### src/rtl/rf_pkg.sv
// rf_pkg: shared definitions for the multi-port register file.
//   rf_state_t : sweep controller state encoding (CLEAR=0, READY=1)
//   calc_aw    : selector width for a given register count, never below 1
package rf_pkg;

    typedef enum logic {
        ST_CLEAR = 1'b0,
        ST_READY = 1'b1
    } rf_state_t;

    function automatic int calc_aw(input int depth);
        int aw;
        aw = 1;
        for (int i = 1; i < 31; i++) begin
            if ((1 << i) < depth) begin
                aw = i + 1;
            end
        end
        return aw;
    endfunction

endpackage

### src/rtl/rf_multiport_if.sv
// rf_multiport_if: bus between a client and the register file.
//   rd_sel  [NREAD*AW]    read selectors, port i at [i*AW +: AW]
//   rd_data [NREAD*WIDTH] registered read data, port i at [i*WIDTH +: WIDTH]
//   wr_en / wr_sel / wr_data  single write port
//   clear   request a full zero sweep
//   ready   file accepts writes
//   err     one-cycle pulse for any dropped write or bad read selector
interface rf_multiport_if import rf_pkg::*; #(
    parameter int WIDTH = 16,
    parameter int DEPTH = 8,
    parameter int NREAD = 2
) ();

    localparam int AW = calc_aw(DEPTH);

    logic [NREAD*AW-1:0]    rd_sel;
    logic [NREAD*WIDTH-1:0] rd_data;
    logic                   wr_en;
    logic [AW-1:0]          wr_sel;
    logic [WIDTH-1:0]       wr_data;
    logic                   clear;
    logic                   ready;
    logic                   err;

    modport master (
        output rd_sel, wr_en, wr_sel, wr_data, clear,
        input  rd_data, ready, err
    );

    modport slave (
        input  rd_sel, wr_en, wr_sel, wr_data, clear,
        output rd_data, ready, err
    );

endinterface

### src/rtl/rf_clear_ctl.sv
// rf_clear_ctl: sweep FSM and write arbitration for the register file.
//   clk, rst_n          clock, synchronous active-low reset
//   clear               restart the zero sweep
//   wr_en, wr_sel       client write request
//   ready               registered, high while writes are accepted
//   sweeping            high while the FSM is in CLEAR
//   mem_we, mem_addr    storage write strobe/address (sweep or client)
//   wr_accept           client write lands this cycle (used for read bypass)
//   wr_err              client write dropped with an error
//
//   state    | meaning
//   ---------+------------------------------------------------------
//   ST_CLEAR | zero entry cnt each cycle; writes dropped, reads zero
//   ST_READY | normal operation; writes and reads serviced
module rf_clear_ctl import rf_pkg::*; #(
    parameter int DEPTH    = 8,
    parameter int ZERO_REG = 0,
    parameter int AW       = 3
) (
    input  logic          clk,
    input  logic          rst_n,
    input  logic          clear,
    input  logic          wr_en,
    input  logic [AW-1:0] wr_sel,
    output logic          ready,
    output logic          sweeping,
    output logic          mem_we,
    output logic [AW-1:0] mem_addr,
    output logic          wr_accept,
    output logic          wr_err
);

    localparam logic [AW-1:0] LAST = AW'(DEPTH - 1);

    rf_state_t     state, state_nxt;
    logic [AW-1:0] cnt, cnt_nxt;
    logic          sel_ok;
    logic          sel_zero_drop;

    always_ff @(posedge clk) begin
        if (!rst_n) begin
            state <= ST_CLEAR;
            cnt   <= '0;
            ready <= 1'b0;
        end else begin
            state <= state_nxt;
            cnt   <= cnt_nxt;
            ready <= (state_nxt == ST_READY);
        end
    end

    always_comb begin
        state_nxt = state;
        cnt_nxt   = cnt;
        case (state)
            ST_CLEAR: begin
                if (clear) begin
                    cnt_nxt = '0;
                end else if (cnt == LAST) begin
                    cnt_nxt   = '0;
                    state_nxt = ST_READY;
                end else begin
                    cnt_nxt = cnt + AW'(1);
                end
            end
            ST_READY: begin
                if (clear) begin
                    cnt_nxt   = '0;
                    state_nxt = ST_CLEAR;
                end
            end
            default: begin
                cnt_nxt   = '0;
                state_nxt = ST_CLEAR;
            end
        endcase
    end

    // Writes to entry 0 with ZERO_REG are dropped without raising err.
    assign sel_ok        = int'(wr_sel) < DEPTH;
    assign sel_zero_drop = (ZERO_REG != 0) && (wr_sel == '0);

    always_comb begin
        sweeping  = (state == ST_CLEAR);
        wr_accept = wr_en && (state == ST_READY) && !clear && sel_ok && !sel_zero_drop;
        wr_err    = wr_en && ((state != ST_READY) || clear || !sel_ok);
        mem_we    = sweeping || wr_accept;
        mem_addr  = sweeping ? cnt : wr_sel;
    end

endmodule

### src/rtl/rf_multiport.sv
// rf_multiport: register file with one write port and NREAD registered
// read ports, zeroed by a DEPTH-cycle sweep after reset or on clear.
//   clk, rst_n  clock, synchronous active-low reset
//   bus         rf_multiport_if slave (see interface for signal list)
module rf_multiport import rf_pkg::*; #(
    parameter int WIDTH    = 16,
    parameter int DEPTH    = 8,
    parameter int NREAD    = 2,
    parameter int ZERO_REG = 0
) (
    input  logic          clk,
    input  logic          rst_n,
    rf_multiport_if.slave bus
);

    localparam int AW = calc_aw(DEPTH);

    logic                   ready;
    logic                   sweeping;
    logic                   mem_we;
    logic [AW-1:0]          mem_addr;
    logic                   wr_accept;
    logic                   wr_err;
    logic [NREAD-1:0]       rd_bad;
    logic [NREAD*WIDTH-1:0] rd_flat;
    logic                   err_q;
    logic [WIDTH-1:0]       mem [DEPTH];

    rf_clear_ctl #(
        .DEPTH    (DEPTH),
        .ZERO_REG (ZERO_REG),
        .AW       (AW)
    ) u_ctl (
        .clk       (clk),
        .rst_n     (rst_n),
        .clear     (bus.clear),
        .wr_en     (bus.wr_en),
        .wr_sel    (bus.wr_sel),
        .ready     (ready),
        .sweeping  (sweeping),
        .mem_we    (mem_we),
        .mem_addr  (mem_addr),
        .wr_accept (wr_accept),
        .wr_err    (wr_err)
    );

    // Storage is not reset; the sweep zeroes it before READY.
    always_ff @(posedge clk) begin
        if (mem_we) begin
            mem[mem_addr] <= sweeping ? '0 : bus.wr_data;
        end
    end

    for (genvar i = 0; i < NREAD; i++) begin : g_rd
        logic [AW-1:0]    sel;
        logic             sel_bad;
        logic             force_zero;
        logic [WIDTH-1:0] rd_q;

        assign sel        = bus.rd_sel[i*AW +: AW];
        assign sel_bad    = int'(sel) >= DEPTH;
        // ZERO_REG entry 0 beats bypass: wr_accept is never set for it anyway,
        // but this keeps the read path independent of that.
        assign force_zero = sweeping || sel_bad || ((ZERO_REG != 0) && (sel == '0));

        always_ff @(posedge clk) begin
            if (!rst_n) begin
                rd_q <= '0;
            end else if (force_zero) begin
                rd_q <= '0;
            end else if (wr_accept && (bus.wr_sel == sel)) begin
                rd_q <= bus.wr_data;
            end else begin
                rd_q <= mem[sel];
            end
        end

        assign rd_flat[i*WIDTH +: WIDTH] = rd_q;
        assign rd_bad[i]                 = sel_bad;
    end

    always_ff @(posedge clk) begin
        if (!rst_n) begin
            err_q <= 1'b0;
        end else begin
            err_q <= wr_err || (|rd_bad);
        end
    end

    assign bus.rd_data = rd_flat;
    assign bus.ready   = ready;
    assign bus.err     = err_q;

endmodule

### src/flat_wrapper.sv
// flat-port wrapper written by rule: the top's interface ports become plain ports
module rf_multiport_flat import rf_pkg::*;
#(
    parameter int WIDTH    = 16,
    parameter int DEPTH    = 8,
    parameter int NREAD    = 2,
    parameter int ZERO_REG = 0
)
  (clk, rst_n, bus_rd_sel, bus_wr_en, bus_wr_sel, bus_wr_data, bus_clear, bus_rd_data, bus_ready, bus_err);
  rf_multiport_if #(.WIDTH(WIDTH), .DEPTH(DEPTH), .NREAD(NREAD)) bus_i ();
  input  logic clk;
  input  logic rst_n;
  input wire logic [$bits(bus_i.rd_sel)-1:0] bus_rd_sel;
  input wire logic [$bits(bus_i.wr_en)-1:0] bus_wr_en;
  input wire logic [$bits(bus_i.wr_sel)-1:0] bus_wr_sel;
  input wire logic [$bits(bus_i.wr_data)-1:0] bus_wr_data;
  input wire logic [$bits(bus_i.clear)-1:0] bus_clear;
  output wire logic [$bits(bus_i.rd_data)-1:0] bus_rd_data;
  output wire logic [$bits(bus_i.ready)-1:0] bus_ready;
  output wire logic [$bits(bus_i.err)-1:0] bus_err;
  assign bus_i.rd_sel = bus_rd_sel;
  assign bus_i.wr_en = bus_wr_en;
  assign bus_i.wr_sel = bus_wr_sel;
  assign bus_i.wr_data = bus_wr_data;
  assign bus_i.clear = bus_clear;
  assign bus_rd_data = bus_i.rd_data;
  assign bus_ready = bus_i.ready;
  assign bus_err = bus_i.err;
  rf_multiport #(.WIDTH(WIDTH), .DEPTH(DEPTH), .NREAD(NREAD), .ZERO_REG(ZERO_REG)) u_core (.clk(clk), .rst_n(rst_n), .bus(bus_i));
endmodule
### config.mk
export PLATFORM = sky130hd
export DESIGN_NAME = rf_multiport_flat
export DESIGN_NICKNAME = d
export VERILOG_FILES = /design/src/rtl/rf_pkg.sv /design/src/rtl/rf_multiport_if.sv /design/src/rtl/rf_clear_ctl.sv /design/src/rtl/rf_multiport.sv /design/src/flat_wrapper.sv
export SDC_FILE = /design/constraint.sdc
export NUM_CORES = 1
export LEC_CHECK = 0
export ABC_AREA = 1
export CAP_MARGIN = 20
export CORE_AREA = 3 3 112 135
export DETAILED_ROUTE_END_ITERATION = 6
export DIE_AREA = 0 0 115 138
export PLACE_DENSITY = 0.9
export SLEW_MARGIN = 5
export SYNTH_ARGS = -nofsm -noshare
export SYNTH_HDL_FRONTEND = slang
export SYNTH_SLANG_ARGS = --single-unit
export TNS_END_PERCENT = 100
### constraint.sdc
create_clock -name clk -period 3.89 [get_ports clk]
set_input_delay 0.778 -clock clk [delete_from_list [all_inputs] [get_ports clk]]
set_output_delay 0.778 -clock clk [all_outputs]
set_load 0.02 [all_outputs]
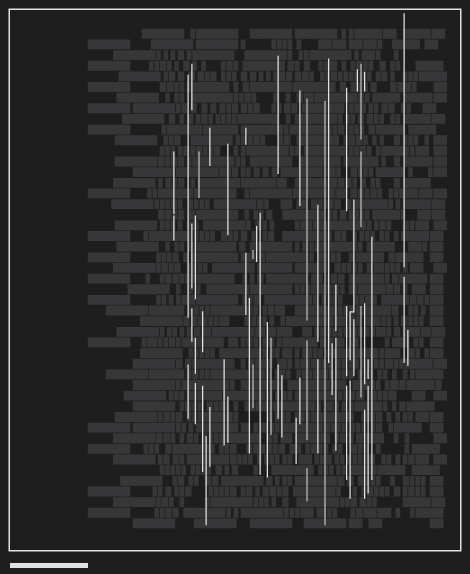
run_1/m4.png
Bar = 20 um. Cells faint in the background.
wire length on this layer: 1490 um
main direction: vertical
share of all routed wire: 6.4%
nets with wire on the layer: 48
DRT Wirelength: 23500 um
total vias in the final route: 7731

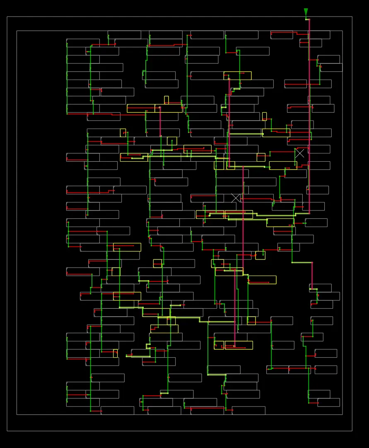
run_1/clock_nets.png
power consumed by the clock network: 1520 uW
count of clock-net buffers in the final layout: 18
Layout Skew: 6.06 ps

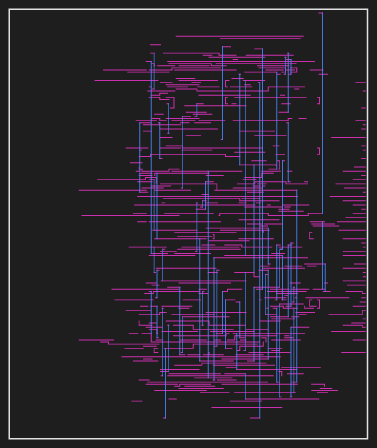
run_1/layers.png
Two of the layers only.
[blue] M4 | wire length: 1490 um
[magenta] M3 | wire length: 3330 um
drt wl/cell: 18.6 um
GRT Resource Usage Total: 29.3%

==> datasheet_impl.txt, run 1 <==
Physical design parameters

Parameter                              Value

Logic synthesis
  Post-synthesis share of cell area spent on and, or, nand and nor gates .................. 35.4%
  Chip Area, Yosys .................. 8240 um2
  Main area contributors .................. edfxtp_1, nand2_1, nand3_1
  Fraction of registers with async set/reset .................. 0%
  Unique cell type count in the Yosys netlist .................. 21
  Post-synth EDFFs .................. 128
  Synthesized instance count .................. just over 1000
  Number of synthesized register bits .................. between 150 and 200

Finish
  Cell area after layout .................. 9500 um2
  Dominant kind of cell by area .................. registers
  Layout non-clock buf frac .................. 8.24%
  Combinational fraction of the cell area .................. 32.0%
  Combinational Area .................. 3040 um2
  Layout cell share with drive strength beyond 1 .................. 6.13%
  Total number of sequential cells .................. about 170
  Proportion of cell area occupied by registers .................. 48.2%

Timing
  Slew margin rel. .................. ~34%
  RSZ-0062 raised after global routing .................. no

GRT
  Initial antenna violation count .................. 0
  Largest net degree at the start of global routing .................. 74

Die
  Number of rows in the core area .................. 47
  Core region area .................. 13900 um2
  Fp util .................. 59.4%
  Die Size .................. between 15000 and 20000 um2

Clock tree
  Worst-Skew Late Latency .................. 420 ps
  Num Clock Sinks .................. 165
  Number of buffers created by CTS .................. 17
  Depth of the CTS H-tree .................. 4
  Post-cts resize count .................. 0
  Post-CTS setup buffer count .................. 0

Setup path
  Data arrival time of the critical path .................. approximately 2000 ps
  Endpoint of the worst register-to-register path .................. u_core.g_rd[0].rd_q[14]
  Critical Path RT .................. 3110 ps

Route
  Number of antenna-violating nets in the routed design .................. 0
  DRC violation count after routing .................. 2

Hold path
  Hold Path End .................. u_core.u_ctl.cnt[2]

Placement
  Instance count after placement with tap cells included .................. 1232

Run status
  Violated checks .................. design-rule violations
  Run status .................. complete, but fails checks
## run 1: flip-flops by register name, summed over array words and instances, names as in the netlist
register and flops:
u_core.g_rd.rd_q 32, u_core.u_ctl.state 1, u_core.mem 128, u_core.bus.err 1
u_core.u_ctl.cnt 3
## run 1: critical path: stages, from the launching register on
cell	delay, ps
dfxtp_1	670
buf_4	300
clkdlybuf4s50_1	620
## run 1: where the power goes
group,internal [uW],switching [uW],total (uW),leakage (uW)
Combinational,125,272,397,0.00252
Sequential,1900,12.5,1920,0.00143
Clock,820,703,1520,0.000242
Total,2850,988,3840,0.00419
## run 1: metal layers
layer | part of all wire, % | track usage (%) | up-vias
li1 | - | - | 3428
met1 | 35 | 37.6 | 3418
met2 | 45 | 45.1 | 729
met3 | 14 | 6.95 | 156
met4 | 6.4 | 17.0 | 0
met5 | 0 | 0 | -
run_1/sizing.png
Bar = 20 um.
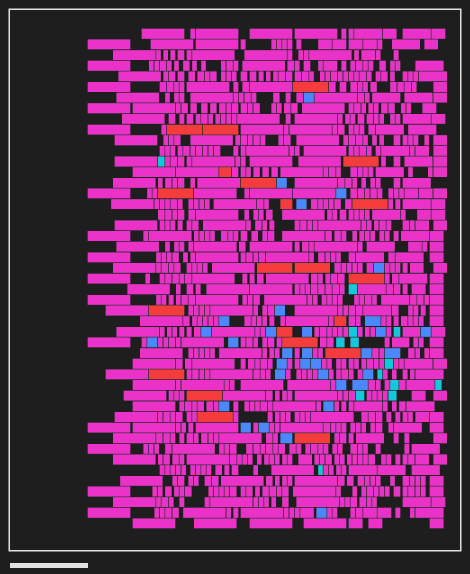

==> inputs of run 2 (changes only) <==
CORE_AREA = 3 3 118 143   (was 3 3 112 135)
DIE_AREA = 0 0 121 146   (was 0 0 115 138)
PLACE_DENSITY = 0.85   (was 0.9)
clock period = 2.4 ns   (was 3.89 ns; I/O delays follow)
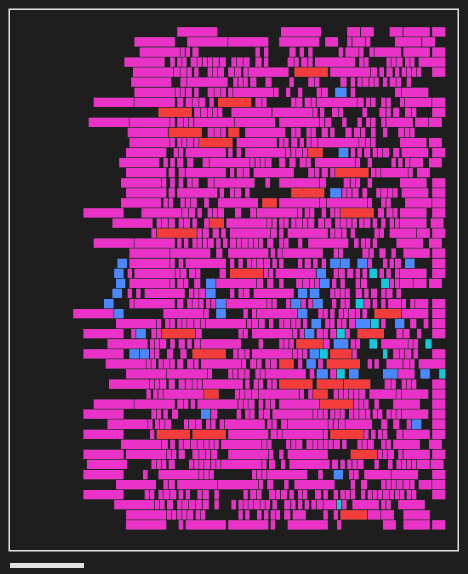
run_2/sizing.png
Bar = 20 um.
[cyan] x2 | cells: 12
[red] x6 and larger | cells: 33 | most used: clkbuf_16
[magenta] x1 and smaller | cells: 1024 | most used: nand2_1
[blue] x3 and x4 | cells: 41 | most used: buf_4
cell area after layout: 9830 um2
P&R area growth vs syn: 19.2%

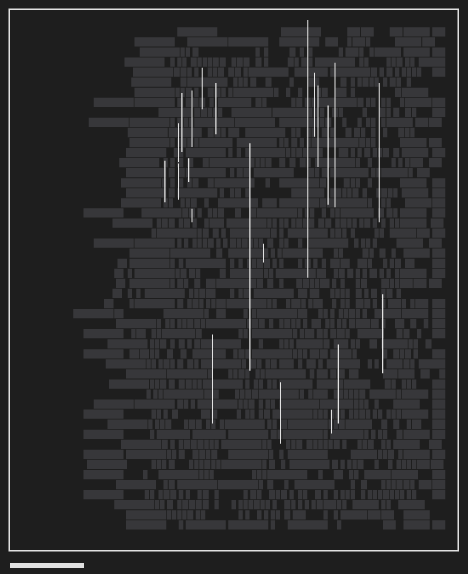
run_2/m4.png
Bar = 20 um. Cells faint in the background.
nets with wire on the layer: 18
longest straight run: 69.4 um
main direction: vertical
share of all routed wire: 2.0%
wire length on this layer: 460 um
DRT Wirelength: 22700 um
total vias in the final route: 7340

==> datasheet_impl.txt, run 2 <==
Physical design parameters

Parameter                              Value

Run status
  Run status .................. complete, but fails checks
  Violated checks .................. design-rule violations

GRT
  Met2 layer usage reported by global route .................. about two fifths
  Most Crowded Layer GR .................. met2
  Largest net degree at the start of global routing .................. 73

Finish
  Largest registers .................. u_core.mem (128), u_core.g_rd.rd_q (32), u_core.u_ctl.cnt (3)

Logic synthesis
  Main area contributors .................. edfxtp_1, nand2_1, nand3_1
  Chip Area, Yosys .................. 8240 um2

Route
  DRC violation count after routing .................. 1
  M1 WL .................. about 8900 um
  Met3 WL post-DR .................. between 2000 and 3000 um

Pwr
  Power dissipated by switching net loads .................. ~1700 uW
  Switch share .................. 26.2%

Placement
  Instance count after placement with tap cells included .................. 1286

Timing
  Layout Skew .................. 8.36 ps

Setup path
  Maximum cell stage delay along the critical path .................. 680 ps
  Path length in cells of the critical path .................. 1
  Endpoint of the worst register-to-register path .................. u_core.g_rd[1].rd_q[10]

Clock tree
  Worst-Skew Late Latency .................. 430 ps

Die
  Die Size .................. 17700 um2
  Fp util .................. 52.9%
  Number of rows in the core area .................. 50

Hold path
  Hold Path End .................. u_core.u_ctl.cnt[1]
-- run 2: logic make-up after synthesis --
family | count (synthesis) | share of synthesized area [%]
AOI/OAI and AO/OA | 20 | 1.21
and+or+nand+nor | 697 | 35.4
buffers and inverters | 151 | 7.47
DFF | 165 | 55.6
adders and majority gates | 2 | 0.303
-- run 2: cell type report --
class                      count  area share, %
sequential                   165           46.7
clock inverter                14           1.67
tap                          208           2.65
multi-input combinational    719           31.0
timing repair buffer         102           10.2
clock buffer                  18           4.37
inverter                      92           3.51
-- run 2: power by group through the flow --
stage / combinational [uW] / sequential, uW / clock (uW)
global placement: 629 / 3170 / 0
CTS: 645 / 3110 / 2740
floorplan: 412 / 3160 / 0
global route: 722 / 3110 / 2870
detailed placement: 635 / 3170 / 0
finish: 660 / 3110 / 2740
Power figures rest on the tool's default switching activity, not on a simulated workload.
